===== config.mk =====
export PLATFORM = sky130hd
export DESIGN_NAME = addsub_arbiter
export DESIGN_NICKNAME = d
export VERILOG_FILES = /design/src/rtl/addsub_pkg.sv /design/src/rtl/addsub_unit.sv /design/src/rtl/addsub_arbiter.sv
export SDC_FILE = /design/constraint.sdc
export NUM_CORES = 1
export LEC_CHECK = 0
export ABC_AREA = 1
export CAP_MARGIN = 20
export CORE_MARGIN = 3
export CORE_UTILIZATION = 49
export CTS_BUF_LIST = sky130_fd_sc_hd__clkbuf_8
export DETAILED_ROUTE_END_ITERATION = 10
export PLACE_DENSITY_LB_ADDON = 0.2
export REMOVE_ABC_BUFFERS = 1
export SETUP_SLACK_MARGIN = 0.3
export SLEW_MARGIN = 40
export SYNTH_ARGS = -nofsm -noshare
export SYNTH_HDL_FRONTEND = slang
export SYNTH_SLANG_ARGS = --single-unit

===== constraint.sdc =====
create_clock -name clk -period 8.2 [get_ports clk]
set_input_delay 1.64 -clock clk [delete_from_list [all_inputs] [get_ports clk]]
set_output_delay 1.64 -clock clk [all_outputs]
set_load 0.02 [all_outputs]

===== src/rtl/addsub_pkg.sv =====
// Shared definitions for the add/subtract arbiter: default width,
// output-stage state encoding and opcode values.
package addsub_pkg;

  localparam int WIDTH_DEFAULT = 32;

  // Output register occupancy: EMPTY means no undelivered result.
  typedef enum logic {
    EMPTY = 1'b0,
    FULL  = 1'b1
  } state_e;

  localparam logic OP_ADD = 1'b0;
  localparam logic OP_SUB = 1'b1;

endpackage


===== src/rtl/addsub_unit.sv =====
// Combinational adder/subtractor. Subtraction is a + ~b + 1, so the carry
// out is the "no borrow" flag and b = 0 yields carry = 1.
module addsub_unit
  import addsub_pkg::*;
#(
  parameter int WIDTH = WIDTH_DEFAULT
) (
  input  logic [WIDTH-1:0] a,
  input  logic [WIDTH-1:0] b,
  input  logic             sub,
  output logic [WIDTH-1:0] c,
  output logic             carry,
  output logic             overflow
);

  logic [WIDTH-1:0] b_eff;
  logic [WIDTH:0]   sum;

  // Invert b and inject the +1 through the carry-in for subtraction.
  always_comb begin
    b_eff    = (sub == OP_SUB) ? ~b : b;
    sum      = {1'b0, a} + {1'b0, b_eff} + {{WIDTH{1'b0}}, sub};
    c        = sum[WIDTH-1:0];
    carry    = sum[WIDTH];
    // Signed overflow: operands effectively share a sign and the result flips it.
    if (sub == OP_SUB) begin
      overflow = (a[WIDTH-1] != b[WIDTH-1]) && (c[WIDTH-1] != a[WIDTH-1]);
    end else begin
      overflow = (a[WIDTH-1] == b[WIDTH-1]) && (c[WIDTH-1] != a[WIDTH-1]);
    end
  end

endmodule


===== src/rtl/addsub_arbiter.sv =====
// Two-requester round-robin arbiter in front of a shared add/sub unit with a
// single registered result stage.
//
// Handshake: every channel uses valid/ready. A transfer happens on a rising
// edge where valid and ready are both 1. Valid never depends on ready; the
// request-side ready depends combinationally on rsp_ready (drain and refill
// in the same cycle) but rsp_* never depend combinationally on req*_valid.
module addsub_arbiter
  import addsub_pkg::*;
#(
  parameter int WIDTH = WIDTH_DEFAULT
) (
  input  logic             clk,
  input  logic             rst_n,
  input  logic             req0_valid,
  output logic             req0_ready,
  input  logic [WIDTH-1:0] req0_a,
  input  logic [WIDTH-1:0] req0_b,
  input  logic             req0_sub,
  input  logic             req1_valid,
  output logic             req1_ready,
  input  logic [WIDTH-1:0] req1_a,
  input  logic [WIDTH-1:0] req1_b,
  input  logic             req1_sub,
  output logic             rsp_valid,
  input  logic             rsp_ready,
  output logic             rsp_id,
  output logic [WIDTH-1:0] rsp_c,
  output logic             rsp_carry,
  output logic             rsp_overflow,
  output state_e           dbg_state
);

  state_e           state;
  state_e           state_next;
  logic             last_grant;
  logic             grant_id;
  logic             can_accept;
  logic             xfer;
  logic [WIDTH-1:0] sel_a;
  logic [WIDTH-1:0] sel_b;
  logic             sel_sub;
  logic [WIDTH-1:0] unit_c;
  logic             unit_carry;
  logic             unit_overflow;

  // Round-robin grant and request-side ready; ready is forced low in reset.
  always_comb begin
    grant_id   = 1'b0;
    can_accept = (state == EMPTY) || rsp_ready;
    if (req0_valid && req1_valid) begin
      grant_id = ~last_grant;
    end else if (req1_valid) begin
      grant_id = 1'b1;
    end
    req0_ready = rst_n && can_accept && req0_valid && !grant_id;
    req1_ready = rst_n && can_accept && req1_valid &&  grant_id;
    xfer       = (req0_valid && req0_ready) || (req1_valid && req1_ready);
    sel_a      = grant_id ? req1_a   : req0_a;
    sel_b      = grant_id ? req1_b   : req0_b;
    sel_sub    = grant_id ? req1_sub : req0_sub;
  end

  addsub_unit #(.WIDTH(WIDTH)) u_unit (
    .a        (sel_a),
    .b        (sel_b),
    .sub      (sel_sub),
    .c        (unit_c),
    .carry    (unit_carry),
    .overflow (unit_overflow)
  );

  // Output occupancy next-state: fill on transfer, empty on drain without refill.
  always_comb begin
    state_next = state;
    case (state)
      EMPTY:   if (xfer) state_next = FULL;
      FULL:    if (rsp_ready && !xfer) state_next = EMPTY;
      default: state_next = EMPTY;
    endcase
  end

  // State register and last-grant memory (reset so requester 0 wins first tie).
  always_ff @(posedge clk or negedge rst_n) begin
    if (!rst_n) begin
      state      <= EMPTY;
      last_grant <= 1'b1;
    end else begin
      state <= state_next;
      if (xfer) begin
        last_grant <= grant_id;
      end
    end
  end

  // Result register: loads only on a transfer, otherwise holds its contents.
  always_ff @(posedge clk or negedge rst_n) begin
    if (!rst_n) begin
      rsp_c        <= '0;
      rsp_carry    <= 1'b0;
      rsp_overflow <= 1'b0;
      rsp_id       <= 1'b0;
    end else if (xfer) begin
      rsp_c        <= unit_c;
      rsp_carry    <= unit_carry;
      rsp_overflow <= unit_overflow;
      rsp_id       <= grant_id;
    end
  end

  assign rsp_valid = (state == FULL);
  assign dbg_state = state;

endmodule


==> flow_summary.toml <==
# synthesis and place-and-route metrics
[power_and_ir_drop]
p_leak_nw = 3.01
pwr-share-comb = 0.699
p_clk_frac = 0.091
seq-power_w = 0.000316
p_per_area_nw_per_um2 = 242

[finish]
regArea_um2 = 927
logic_gates = 549
nNonClkInverters = 46
drive_above_1_share = 0.0368
final_nets = 981

[floorplanning]
fp_util = 0.517
dieHeight_um = 100
placementRows = 33
fp.coreArea_um2 = 8380

[clock_tree]
cts_hold_buf = 0
postCtsSetupRepairBufs = 0
cts.clk_slew.worst_paths_ns = 0.08

[grt]
grt_pass1_vias = 5040
grt_util_met1 = 0.365
grt_pass1_wl_um = 22900
grt.overflow.total = 0
use_met2 = 0.489

[yosys]
avgSynthCellArea_um2 = 6.61
synthMuxAreaShare = 0.0717
synth_area_leader_cell = "dfrtp_1"
async_flop_share = 1.00
topCellsByArea = "dfrtp_1 21%, nand2_1 19%, ha_1 9.0%, xor2_1 7.7%, mux2i_1 7.2%"
ys_top_cells_by_count = "223 x nand2_1, 47 x nor2_1, 43 x inv_1"
synthCells = 655
adder_share = 0.0942
synth-xor-area-share = 0.0991

[critical_path]
worstSetupPathType = "input port to output pin"
arrival_ns = 4.11
endpoint_kind = "output pin"
critical_path_buf_inv_count = 3
r2r-end = "rsp_overflow"

[routing]
highest_layer = "met4"
dr_wl_met3_um = 700
drt-total-wl_um = 13700
drc_errors = 0

[sta]
drv_slew = 0
setup_viol = 0
min_period_ns = 5.75

[placement]
postPlaceCellArea_um2 = 6140
dp_slack_ns = 2.11
io_buffers = 173

[status]
status = "completed"
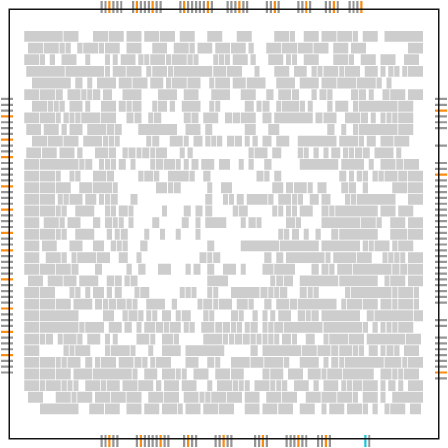
pinout.png
Pins as bars across the die edge, other pins in gray.
port	color	pins	direction	edge
req0_sub	cyan	1	input	bottom
req0_b	orange	32	input	11 left, 10 top, 8 bottom, 3 right

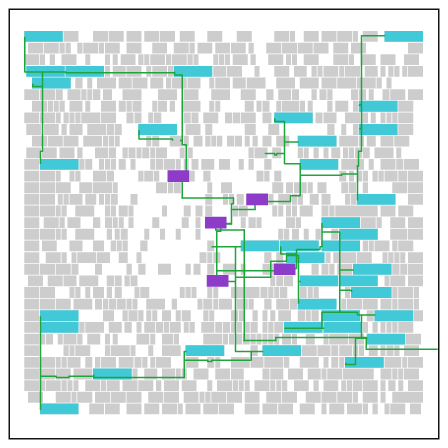
clock_wires.png
[clock wires] green | length: 618 um
[flip-flops] cyan | count: 37
[clock-net drivers] purple | count: 5
flops lie	widely spread

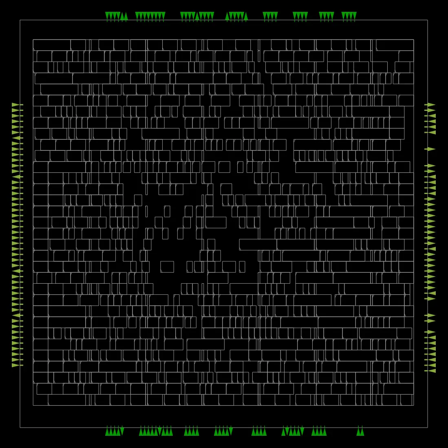
placed.png
flop share of the area: 0.149
Fillers: 653
FFs & Latches: 37
Util after Layout: 0.745

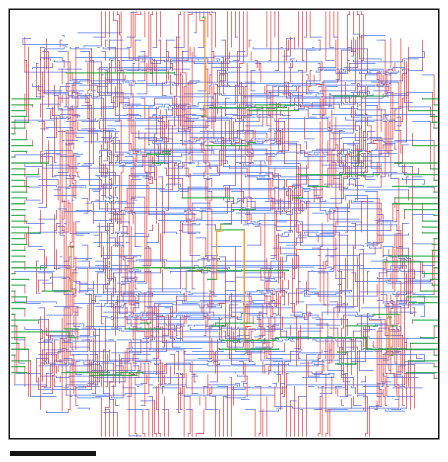
layers.png
Bar = 20 um.
layer	color	wire length
M3	green	701 um
M1	blue	6,220 um
M4	orange	81.8 um
M2	red	6,750 um

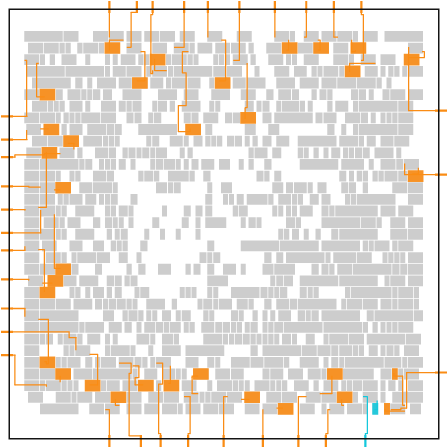
port_trees.png
port	color	bits	direction	edge	end cells	buffers	wire
req0_sub	cyan	1	input	bottom	1	1	13.4 um
req0_b	orange	32	input	11 left, 10 top, 8 bottom, 3 right	33	32	577 um

Power figures rest on the tool's default switching activity, not on a simulated workload.
